run_1/io_fan.png
(4 px per µm)
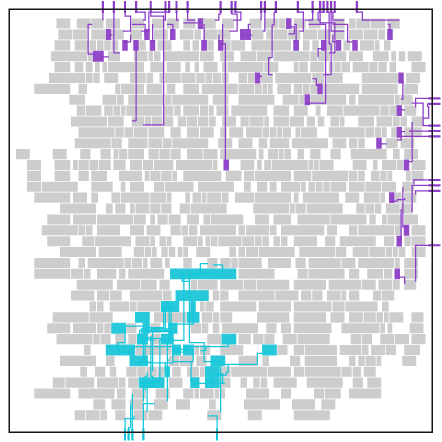
run_1/placement.png
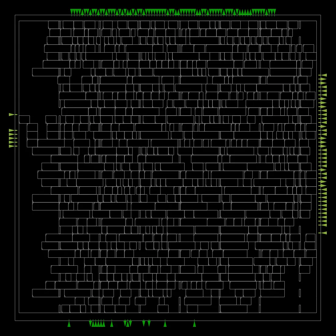
run_1/clk_routes.png
(2 px per µm)
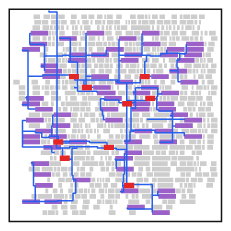
## src/rtl/rf_wb_scoreboard_if.sv

```systemverilog
// ---------------------------------------------------------------------------
// rf_wb_scoreboard_if : issue, ALU writeback, load and RF write-port signals
// Rev 1.0
// ---------------------------------------------------------------------------
`default_nettype none

interface rf_wb_scoreboard_if;
  logic        issue_valid_i;
  logic [4:0]  issue_rs1_i;
  logic [4:0]  issue_rs2_i;
  logic        issue_use1_i;
  logic        issue_use2_i;
  logic [4:0]  issue_rd_i;
  logic        issue_rdwe_i;
  logic        issue_stall_o;
  logic        alu_wb_valid_i;
  logic [4:0]  alu_wb_rd_i;
  logic [31:0] alu_wb_data_i;
  logic        ld_valid_i;
  logic        ld_ready_o;
  logic [4:0]  ld_rd_i;
  logic [31:0] ld_data_i;
  logic        rf_we_o;
  logic [4:0]  rf_dst_o;
  logic [31:0] rf_dst_d_o;
  logic        sb_err_o;

  modport master (
    output issue_valid_i, issue_rs1_i, issue_rs2_i, issue_use1_i, issue_use2_i,
    output issue_rd_i, issue_rdwe_i, alu_wb_valid_i, alu_wb_rd_i, alu_wb_data_i,
    output ld_valid_i, ld_rd_i, ld_data_i,
    input  issue_stall_o, ld_ready_o, rf_we_o, rf_dst_o, rf_dst_d_o, sb_err_o
  );

  modport slave (
    input  issue_valid_i, issue_rs1_i, issue_rs2_i, issue_use1_i, issue_use2_i,
    input  issue_rd_i, issue_rdwe_i, alu_wb_valid_i, alu_wb_rd_i, alu_wb_data_i,
    input  ld_valid_i, ld_rd_i, ld_data_i,
    output issue_stall_o, ld_ready_o, rf_we_o, rf_dst_o, rf_dst_d_o, sb_err_o
  );
endinterface

`default_nettype wire

```

## src/rtl/rf_wb_scoreboard.sv

```systemverilog
// ---------------------------------------------------------------------------
// rf_wb_scoreboard : RAW/WAW issue interlock and ALU/load RF write-port arbiter
// Rev 1.0
// ---------------------------------------------------------------------------
`default_nettype none

module rf_wb_scoreboard #(
  parameter int STARVE_LIMIT = 4,
  parameter int CNT_W        = 3
) (
  input  wire logic           clk,
  input  wire logic           rst_n,
  rf_wb_scoreboard_if.slave   sb
);

  typedef enum logic [0:0] {
    S_EMPTY = 1'b0,
    S_FULL  = 1'b1
  } hold_state_t;

  localparam logic [CNT_W-1:0] C_LIMIT = CNT_W'(STARVE_LIMIT);

  hold_state_t      r_state, w_state_nxt;
  logic [CNT_W-1:0] r_starve_cnt, w_cnt_nxt;
  logic [31:0]      r_busy, w_busy_nxt;
  logic [4:0]       r_hold_rd;
  logic [31:0]      r_hold_data;
  logic             r_err;
  logic             r_ld_wait;

  logic             w_ld_ready, w_ld_acc, w_starve, w_stall, w_set;
  logic             w_capture, w_req, w_we, w_rd0;
  logic [4:0]       w_req_rd;
  logic [31:0]      w_req_data;

  always_comb begin
    w_ld_ready = (r_state == S_EMPTY);
    w_ld_acc   = sb.ld_valid_i & w_ld_ready;
    w_starve   = (r_state == S_FULL) & (r_starve_cnt == C_LIMIT);
    // busy[0] is never set, so x0 operands cannot stall
    w_stall    = sb.issue_valid_i &
                 ((sb.issue_use1_i & r_busy[sb.issue_rs1_i]) |
                  (sb.issue_use2_i & r_busy[sb.issue_rs2_i]) |
                  (sb.issue_rdwe_i & r_busy[sb.issue_rd_i])  |
                  w_starve);
    w_set      = sb.issue_valid_i & ~w_stall & sb.issue_rdwe_i & (sb.issue_rd_i != 5'd0);

    w_req      = 1'b0;
    w_req_rd   = 5'd0;
    w_req_data = 32'd0;
    if (sb.alu_wb_valid_i) begin
      w_req      = 1'b1;
      w_req_rd   = sb.alu_wb_rd_i;
      w_req_data = sb.alu_wb_data_i;
    end else if (r_state == S_FULL) begin
      w_req      = 1'b1;
      w_req_rd   = r_hold_rd;
      w_req_data = r_hold_data;
    end else if (w_ld_acc) begin
      w_req      = 1'b1;
      w_req_rd   = sb.ld_rd_i;
      w_req_data = sb.ld_data_i;
    end
    w_we  = w_req & (w_req_rd != 5'd0);
    w_rd0 = w_req & (w_req_rd == 5'd0);

    w_state_nxt = r_state;
    w_cnt_nxt   = r_starve_cnt;
    w_capture   = 1'b0;
    case (r_state)
      S_EMPTY: begin
        if (w_ld_acc && sb.alu_wb_valid_i) begin
          w_state_nxt = S_FULL;
          w_capture   = 1'b1;
        end
      end
      S_FULL: begin
        if (!sb.alu_wb_valid_i) begin
          w_state_nxt = S_EMPTY;
          w_cnt_nxt   = '0;
        end else if (r_starve_cnt != C_LIMIT) begin
          w_cnt_nxt = r_starve_cnt + 1'b1;
        end
      end
      default: w_state_nxt = S_EMPTY;
    endcase

    // set is applied after clear so a same-edge reissue keeps the register busy
    w_busy_nxt = r_busy;
    if (w_we) w_busy_nxt[w_req_rd] = 1'b0;
    if (w_set) w_busy_nxt[sb.issue_rd_i] = 1'b1;
    w_busy_nxt[0] = 1'b0;
  end

  always_ff @(posedge clk or negedge rst_n) begin
    if (!rst_n) begin
      r_state      <= S_EMPTY;
      r_starve_cnt <= '0;
      r_busy       <= 32'd0;
      r_hold_rd    <= 5'd0;
      r_hold_data  <= 32'd0;
      r_err        <= 1'b0;
      r_ld_wait    <= 1'b0;
    end else begin
      r_state      <= w_state_nxt;
      r_starve_cnt <= w_cnt_nxt;
      r_busy       <= w_busy_nxt;
      if (w_capture) begin
        r_hold_rd   <= sb.ld_rd_i;
        r_hold_data <= sb.ld_data_i;
      end
      r_ld_wait <= sb.ld_valid_i & ~w_ld_ready;
      r_err     <= r_err | (w_we & ~r_busy[w_req_rd]) | w_rd0 |
                   (r_ld_wait & ~sb.ld_valid_i);
    end
  end

  assign sb.issue_stall_o = w_stall;
  assign sb.ld_ready_o    = w_ld_ready;
  assign sb.rf_we_o       = w_we;
  assign sb.rf_dst_o      = w_we ? w_req_rd : 5'd0;
  assign sb.rf_dst_d_o    = w_we ? w_req_data : 32'd0;
  assign sb.sb_err_o      = r_err;

endmodule

`default_nettype wire

```

## src/flat_wrapper.sv

```systemverilog
// flat-port wrapper written by rule: the top's interface ports become plain ports
module rf_wb_scoreboard_flat 
#(
  parameter int STARVE_LIMIT = 4,
  parameter int CNT_W        = 3
)
  (clk, rst_n, sb_issue_valid_i, sb_issue_rs1_i, sb_issue_rs2_i, sb_issue_use1_i, sb_issue_use2_i, sb_issue_rd_i, sb_issue_rdwe_i, sb_alu_wb_valid_i, sb_alu_wb_rd_i, sb_alu_wb_data_i, sb_ld_valid_i, sb_ld_rd_i, sb_ld_data_i, sb_issue_stall_o, sb_ld_ready_o, sb_rf_we_o, sb_rf_dst_o, sb_rf_dst_d_o, sb_sb_err_o);
  rf_wb_scoreboard_if sb_i ();
  input  wire logic clk;
  input  wire logic rst_n;
  input wire logic [$bits(sb_i.issue_valid_i)-1:0] sb_issue_valid_i;
  input wire logic [$bits(sb_i.issue_rs1_i)-1:0] sb_issue_rs1_i;
  input wire logic [$bits(sb_i.issue_rs2_i)-1:0] sb_issue_rs2_i;
  input wire logic [$bits(sb_i.issue_use1_i)-1:0] sb_issue_use1_i;
  input wire logic [$bits(sb_i.issue_use2_i)-1:0] sb_issue_use2_i;
  input wire logic [$bits(sb_i.issue_rd_i)-1:0] sb_issue_rd_i;
  input wire logic [$bits(sb_i.issue_rdwe_i)-1:0] sb_issue_rdwe_i;
  input wire logic [$bits(sb_i.alu_wb_valid_i)-1:0] sb_alu_wb_valid_i;
  input wire logic [$bits(sb_i.alu_wb_rd_i)-1:0] sb_alu_wb_rd_i;
  input wire logic [$bits(sb_i.alu_wb_data_i)-1:0] sb_alu_wb_data_i;
  input wire logic [$bits(sb_i.ld_valid_i)-1:0] sb_ld_valid_i;
  input wire logic [$bits(sb_i.ld_rd_i)-1:0] sb_ld_rd_i;
  input wire logic [$bits(sb_i.ld_data_i)-1:0] sb_ld_data_i;
  output wire logic [$bits(sb_i.issue_stall_o)-1:0] sb_issue_stall_o;
  output wire logic [$bits(sb_i.ld_ready_o)-1:0] sb_ld_ready_o;
  output wire logic [$bits(sb_i.rf_we_o)-1:0] sb_rf_we_o;
  output wire logic [$bits(sb_i.rf_dst_o)-1:0] sb_rf_dst_o;
  output wire logic [$bits(sb_i.rf_dst_d_o)-1:0] sb_rf_dst_d_o;
  output wire logic [$bits(sb_i.sb_err_o)-1:0] sb_sb_err_o;
  assign sb_i.issue_valid_i = sb_issue_valid_i;
  assign sb_i.issue_rs1_i = sb_issue_rs1_i;
  assign sb_i.issue_rs2_i = sb_issue_rs2_i;
  assign sb_i.issue_use1_i = sb_issue_use1_i;
  assign sb_i.issue_use2_i = sb_issue_use2_i;
  assign sb_i.issue_rd_i = sb_issue_rd_i;
  assign sb_i.issue_rdwe_i = sb_issue_rdwe_i;
  assign sb_i.alu_wb_valid_i = sb_alu_wb_valid_i;
  assign sb_i.alu_wb_rd_i = sb_alu_wb_rd_i;
  assign sb_i.alu_wb_data_i = sb_alu_wb_data_i;
  assign sb_i.ld_valid_i = sb_ld_valid_i;
  assign sb_i.ld_rd_i = sb_ld_rd_i;
  assign sb_i.ld_data_i = sb_ld_data_i;
  assign sb_issue_stall_o = sb_i.issue_stall_o;
  assign sb_ld_ready_o = sb_i.ld_ready_o;
  assign sb_rf_we_o = sb_i.rf_we_o;
  assign sb_rf_dst_o = sb_i.rf_dst_o;
  assign sb_rf_dst_d_o = sb_i.rf_dst_d_o;
  assign sb_sb_err_o = sb_i.sb_err_o;
  rf_wb_scoreboard #(.STARVE_LIMIT(STARVE_LIMIT), .CNT_W(CNT_W)) u_core (.clk(clk), .rst_n(rst_n), .sb(sb_i));
endmodule
```

## config.mk

```make
export PLATFORM = sky130hd
export DESIGN_NAME = rf_wb_scoreboard_flat
export DESIGN_NICKNAME = d
export VERILOG_FILES = /design/src/rtl/rf_wb_scoreboard_if.sv /design/src/rtl/rf_wb_scoreboard.sv /design/src/flat_wrapper.sv
export SDC_FILE = /design/constraint.sdc
export NUM_CORES = 1
export LEC_CHECK = 0
export ABC_CLOCK_PERIOD_IN_PS = 2900
export CAP_MARGIN = 20
export CORE_UTILIZATION = 50
export CTS_CLUSTER_DIAMETER = 150
export CTS_CLUSTER_SIZE = 20
export DETAILED_ROUTE_END_ITERATION = 12
export HOLD_SLACK_MARGIN = 0.05
export PLACE_DENSITY = 0.88
export SYNTH_ARGS = -nofsm -noshare
export SYNTH_HDL_FRONTEND = slang
export SYNTH_SLANG_ARGS = --single-unit
```

## constraint.sdc

```tcl
create_clock -name clk -period 2.9 [get_ports clk]
set_clock_uncertainty 0.05 [all_clocks]
set_input_delay 0.29 -clock clk [delete_from_list [all_inputs] [get_ports clk]]
set_output_delay 0.29 -clock clk [all_outputs]
set_load 0.01 [all_outputs]
```

==> reports/qor.txt, run 1 <==
Vias = 5531
Biggest consumer = sequential cells
RePlAce Congestion = 1.10
Top Ports = 138
layout cells sized above 1 = 0.262
final max-slew violation count = 0
Cell Area, Placed = 7180 µm²
ANT nets after route = 0
Sw Ratio = 0.352
Tot GR Track Use = 0.332
diodes inserted = 0
most frequent cells in the layout = clkdlybuf4s50_1, dfrtp_1, a21oi_1, nor2_1, buf_4
worst path required time = 2.56 ns
WL final = 18300 µm
CP endpoint kind = primary output
Mapped Cells = 557
sequential share of power = 0.391
net count after synthesis = 656
Root Buffer = clkbuf_8
net switching power of the design = 1.25 mW
Max-Cap Viols = 0
fp util = 0.518
status = completed
DRT iter0 DRCs = 612
Largest Register = u_core.r_hold_data
Port Buffers = 137
Detail Placement HPWL = 12600 µm
H-tree levels = 3
DRC Markers = 0
Rel. slew slack = 0.355
Logic pwr share = 0.366
Largest regs = u_core.r_hold_data: 32 flops, u_core.r_busy: 31 flops, u_core.r_hold_rd: 5 flops
Seq share, synth = 0.346
Comb area = 3270 µm²
distinct lib cells = 50
Synth Register Bits = 74
synthesized cell area = 5350 µm²
Leakage = 3.38 nW
Tcrit/Tclk final = 0.982
Die Ht = 105 µm
crit path DAT = 2.51 ns
Power Density = 475 nW/µm²
# Cells Yosys = 557
Final Util = 0.726
Seq. cell area = 1850 µm²
first-pass GRT wire length = 28700 µm
final setup fails = 0
Top cell excl fill/tap = clkdlybuf4s50_1
Hold Fails Final Rpt = 0
CTS Buf Count = 9
Setup TNS Final = 0 ns
vias in the first global route = 5510
maximum vdd drop = 0.319 mV
syn avg cell area = 9.60 µm²
antenna violations before repair = 0
Final Cell Area = 7490 µm²
max reg flops = 32
Commonest flop = dfrtp_1
pin count of the biggest net entering global routing = 75
yosys synthesis chip area = 5350 µm²
area grow syn2layout = 40.1%
Final min period = 2.85 ns
Max Fclk = 351 MHz
About io_fan.png:
Key: `sb_rf_dst_d_o` = purple [bits 32, direction output, edge 23 top, 9 right, end cells 32, buffers 32, wire 485 µm]; `sb_issue_rd_i` = cyan [bits 5, direction input, edge bottom, end cells 29, buffers 13, wire 423 µm]

About placement.png:
Fill cells: 756
Seq area share: 0.247
Std-Cell Rows: 37
non-filler cells, final: 873

About clk_routes.png:
Key: clock wires = blue [length 1000 µm]; flip-flops = purple [count 74]; clock drivers = red [count 9]
There are 10 routed clock nets.
clock share of power: 0.243
power in the clock group: 865 µW
Worst-Skew Late Latency: 0.36 ns

## run 1: worst max-delay path, stage by stage, from the launching register on
cell,delay [ns]
dfrtp_2,0.44
buf_2,0.16
nand2_1,0.09
a31o_2,0.19
inv_2,0.04
or3_4,0.40
nor3_4,0.15
buf_4,0.15
buf_12,0.14
nor2_1,0.08
dlygate4sd2_1,0.29
## run 1: worst paths after layout
kind                                        from                    end  slack, ns
setup / recovery                  u_core.r_state      sb_rf_dst_d_o[31]       0.05
setup reg to reg               u_core.r_busy[10]      u_core.r_busy[31]       0.20
hold reg to reg            u_core.r_hold_data[2]  u_core.r_hold_data[2]       0.47
hold / removal                             rst_n      u_core.r_busy[23]       0.02
min in group clk               sb_alu_wb_valid_i         u_core.r_state       0.33
max in group asynchronous                  rst_n         u_core.r_state       2.11
## run 1: what timing repair did
item,CTS,global route
hold buffers,0,0
gates cloned,1,0
pin swaps,4,0
buffers inserted,9,1
setup endpoints to repair,36,17
gates resized,48,3
## run 1: cells in the mapped netlist, types with 5 or more instances
cell | instances | share of area
clkbuf_1 | 28 | 0.020
o211a_1 | 5 | 0.0094
buf_2 | 8 | 0.0075
nand3b_1 | 6 | 0.0084
nor2_1 | 68 | 0.048
inv_1 | 11 | 0.0077
o41ai_2 | 21 | 0.064
o41ai_1 | 10 | 0.016
a21oi_1 | 72 | 0.067
mux4_2 | 19 | 0.080
o21ai_0 | 39 | 0.037
dfrtp_1 | 74 | 0.35
and3_1 | 32 | 0.037
nor2b_1 | 7 | 0.0082
nand2_1 | 27 | 0.019
mux2_2 | 38 | 0.080
nand3_1 | 7 | 0.0066
nand2b_1 | 6 | 0.0070
buf_1 | 7 | 0.0049
mux2i_1 | 18 | 0.034
## run 1: per-stage QoR
step | power, mW | setup slack (ns) | hold slack [ns]
2_1_floorplan | 2.07 | 0.331 | -0.0556
3_3_place_gp | 2.62 | -0.376 | 0.422
3_5_place_dp | 2.67 | -0.394 | 0.444
4_1_cts | 3.52 | -0.0306 | 0.0561
5_1_grt | 3.71 | -0.00589 | 0.0910
6_report | 3.56 | 0.0525 | 0.0170
## run 1: metal layers
| metal | vias to the layer above | share of wire | global-route usage |
|---|---|---|---|
| met5 | - | 0 | 0 |
| met1 | 2728 | 0.40 | 0.431 |
| li1 | 2445 | - | - |
| met3 | 65 | 0.082 | 0.0625 |
| met4 | 0 | 0.039 | 0.160 |
| met2 | 293 | 0.48 | 0.534 |
## run 1: cell families after synthesis
group	Yosys count	synth area share
multiplexers	77	0.204
flip-flops	74	0.346
AND-OR/OR-AND	177	0.244
buffers and inverters	61	0.0503
adder cells (fa/ha/maj)	2	0.00468
AND/OR/NAND/NOR	166	0.151
## run 1: cell type report
| type | count | share of cell area |
|---|---|---|
| Timing Repair Buffer | 211 | 0.258 |
| Multi-Input combinational cell | 422 | 0.436 |
| Tap cell | 136 | 0.0227 |
| Clock inverter | 7 | 0.0112 |
| Inverter | 14 | 0.00752 |
| Clock buffer | 9 | 0.0165 |
| Sequential cell | 74 | 0.247 |
## Run 2: what changed since run 1
Settings changed: CORE_MARGIN set to 2.
run_2/flops_by_reg.png
(2 px per µm) Other sequential cells in the stronger grey, the rest of the logic in the fainter grey.
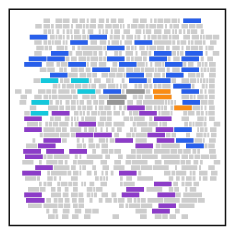
Key: `u_core.r_starve_cnt` = orange [flops 3]; `u_core.r_hold_rd` = cyan [flops 5]; `u_core.r_busy` = purple [flops 31]; `u_core.r_hold_data` = blue [flops 32]
Another 3 sequential cells are not coloured.
Seq area share: 0.248
Seq. pwr: 1.39 mW
Final Util: 0.721

==> run 2 against run 1 <==
Effect of this change:
- core utilization decreased by 0.50 points
- cell count shrank 0.11%
- register-to-register slack lost 0.09 ns
- count of clock-buffer cells in the layout stayed put
- first-iteration DRC count fell by 2.8%
- routed wire length rose by 2.5%
- critical path depth unchanged
- sequential cell count is the same
- total power rose by 1.0%
- clock power is 5.8% higher
- critical path type unchanged
==> reports/qor.txt, run 2 <==
status = completed (unchanged)
Largest regs = u_core.r_hold_data: 32 flops, u_core.r_busy: 31 flops, u_core.r_hold_rd: 5 flops (unchanged)
maximum vdd drop = 0.309 mV (was 0.319 mV)
Vias = 5452 (was 5531)
Std-Cell Rows = 37 (unchanged)
Largest Register = u_core.r_hold_data (unchanged)
clock-pin slew on the worst setup and hold paths = 0.08 ns (was 0.09 ns)
Seq share, synth = 0.346 (unchanged)
Die ar. = 11500 µm² (was 11100 µm²)
Top cell excl fill/tap = clkdlybuf4s50_1 (unchanged)
Sw Ratio = 0.339 (was 0.352)
most frequent cells in the layout = clkdlybuf4s50_1, a21oi_1, dfrtp_1, nor2_1, buf_4 (was clkdlybuf4s50_1, dfrtp_1, a21oi_1, nor2_1, buf_4)
final setup fails = 0 (unchanged)
Rel. slew slack = 0.549 (was 0.355)
Mapped Cells = 557 (unchanged)
Root Buffer = clkbuf_8 (unchanged)
WL final = 18700 µm (was 18300 µm)
Top Ports = 138 (unchanged)
# Cells Yosys = 557 (unchanged)
Post-Place Cells = 847 (was 846)
DRC Markers = 0 (unchanged)
Final Cell Area = 7470 µm² (was 7490 µm²)
Layout Nets = 829 (was 831)
Hold Fails Final Rpt = 0 (unchanged)
internal power = 2.37 mW (was 2.31 mW)
worst path required time = 2.56 ns (about the same)
Die Ht = 107 µm (was 105 µm)
Max-Cap Viols = 0 (unchanged)
Post-synth EDFFs = 0 (unchanged)
fp util = 0.515 (was 0.518)
final max-slew violation count = 0 (unchanged)
Yosys top cell by area = dfrtp_1 (unchanged)
top cells by area = dfrtp_1, mux2_2, mux4_2, a21oi_1, o41ai_2 (unchanged)
net count after synthesis = 656 (unchanged)
distinct lib cells = 50 (unchanged)
Detail Placement HPWL = 13500 µm (was 12600 µm)
Max Buffers Root-to-Sink = 2 (unchanged)
commonest cells in the netlist = dfrtp_1, a21oi_1, nor2_1 (unchanged)
Max FO, Critical Path = 16 (was 17)
Max Fclk = 351 MHz (about the same)
Final min period = 2.85 ns (about the same)
hold crit path type = in -> reg (was in -> async)
Leakage = 3.36 nW (was 3.38 nW)
H-tree levels = 3 (unchanged)
ANT nets after route = 0 (unchanged)
max reg flops = 32 (unchanged)
most frequent cell after synthesis = dfrtp_1 (unchanged)
RePlAce Congestion = 1.01 (was 1.10)
Via density = 6.25 (was 6.34)
pin count of the biggest net entering global routing = 75 (unchanged)
crit start category = register (unchanged)
width of the die = 107 µm (was 105 µm)
net switching power of the design = 1.22 mW (was 1.25 mW)
vias in the first global route = 5527 (was 5510)
non-filler cells, final = 872 (was 873)
CP endpoint kind = primary output (unchanged)
Synth Register Bits = 74 (unchanged)
CTS Buf Count = 9 (unchanged)
first-pass GRT wire length = 28400 µm (was 28700 µm)
hold_ws = 0.329 ns (was 0.0170 ns)
Commonest flop = dfrtp_1 (unchanged)
yosys synthesis chip area = 5350 µm² (unchanged)
sequential share of power = 0.387 (was 0.391)
synthesized cell area = 5350 µm² (unchanged)
layout cells sized above 1 = 0.257 (was 0.262)
yosys warns = 0 (unchanged)
crit path DAT = 2.51 ns (about the same)
CTS sink count = 74 (unchanged)
Tcrit/Tclk final = 0.983 (was 0.982)
CORE AREA = 10400 µm² (was 10300 µm²)
CTS tree = done (unchanged)
grt total ovfl = 0 (unchanged)
routed length per instance = 21.4 µm (was 20.9 µm)
syn avg cell area = 9.60 µm² (unchanged)
Worst-Skew Late Latency = 0.36 ns (about the same)
Cell Area, Placed = 7190 µm² (was 7180 µm²)
Logic pwr share = 0.358 (was 0.366)
crit path kind = reg -> out (unchanged)
Port Buffers = 137 (unchanged)
Tot GR Track Use = 0.320 (was 0.332)
Worst Tran Pin Value = 0.677 ns (was 0.967 ns)
area grow syn2layout = 39.8% (was 40.1%)
antenna violations before repair = 0 (unchanged)
Dominant cell area share = 0.346 (unchanged)
Setup TNS Final = 0 ns (unchanged)
Pre-antenna DRT Iters = 5 (unchanged)
async set or reset register ratio after synthesis = 1.00 (unchanged)
tool warning count = 28 (unchanged)
Power Density = 481 nW/µm² (was 475 nW/µm²)
DRT iter0 DRCs = 595 (was 612)
run_2/clk_routes.png
(2 px per µm)
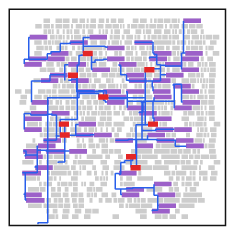
Key: clock drivers = red [count 9]; clock wires = blue [length 954 µm]; flip-flops = purple [count 74]
There are 10 routed clock nets.
clock share of power: 0.255
power in the clock group: 915 µW

==> run 2: cell counts after synthesis <==
No cell type changed its count.
==> run 2: worst paths after layout <==
| check | endpoint | cells after the start | start | slack [ns] |
|---|---|---|---|---|
| max in group asynchronous | u_core.r_state | 3 | rst_n | 2.01 |
| max reg2reg | u_core.r_busy[24] | 6 | u_core.r_busy[8] | 0.11 |
| min | u_core.r_state | 3 | sb_alu_wb_valid_i | 0.33 |
| min reg2reg | u_core.r_hold_data[24] | 1 | u_core.r_hold_data[24] | 0.46 |
| min in group asynchronous | u_core.r_busy[8] | 3 | rst_n | 0.43 |
| max | sb_rf_dst_d_o[17] | 10 | u_core.r_state | 0.05 |
==> run 2: logic make-up after synthesis <==
kind of cell / count (synthesis) / share of synthesized area
mux: 77 / 0.204
compound gates: 177 / 0.244
simple gates: 166 / 0.151
flops: 74 / 0.346
buf+inv: 61 / 0.0503
fa+ha+maj: 2 / 0.00468
==> run 2: worst max-delay path, cell delays in order, from the launching register on <==
cell           delay (ns)
dfrtp_2              0.45
buf_2                0.17
nand2_1              0.06
a31o_2               0.18
inv_2                0.04
or3_1                0.42
nor3_4               0.17
buf_4                0.16
clkbuf_16            0.17
nor2_1               0.05
dlygate4sd2_1        0.28
==> run 2: timing repair <==
item | in CTS | in global routing
gates resized | 41 | 6
pin swaps | 1 | 4
endpoints found under the hold margin | 74 | 0
hold buffers | 1 | 0
setup endpoints to repair | 36 | 6
cloned | 0 | 1
setup buffers | 2 | 4
==> run 2: per-stage QoR <==
step | total power [mW] | setup WS, ns
after floorplan | 2.07 | 0.331
after global placement | 2.63 | -0.391
after detailed placement | 2.68 | -0.447
after CTS | 3.56 | -0.0395
after global routing | 3.76 | -0.0261
final | 3.59 | 0.0485
==> run 2: power groups by stage <==
stage               combinational [mW]  sequential (mW)  clock [mW]
floorplan                        0.738             1.33           0
global placement                  1.25             1.38           0
detailed placement                1.29             1.39           0
CTS                               1.26             1.37       0.923
global route                      1.38             1.40       0.974
finish                            1.29             1.39       0.915
==> run 2: per-layer routing <==
| metal | part of all wire | track usage |
|---|---|---|
| met3 | 0.078 | 0.0678 |
| met4 | 0.039 | 0.134 |
| met1 | 0.41 | 0.417 |
| met5 | 0 | 0 |
| met2 | 0.48 | 0.518 |
==> run 2: layout make-up <==
cell class              instances  area (µm²)
clock inverters                 7         103
multi-input cells             422        3250
repair buffers                209        1910
inverters                      14        56.3
flip-flops and latches         74        1860
well taps                     136         170
clock buffers                   9         124
diodes                          1        2.50
fillers                       759        2900
Power and IR drop assume default switching activity.
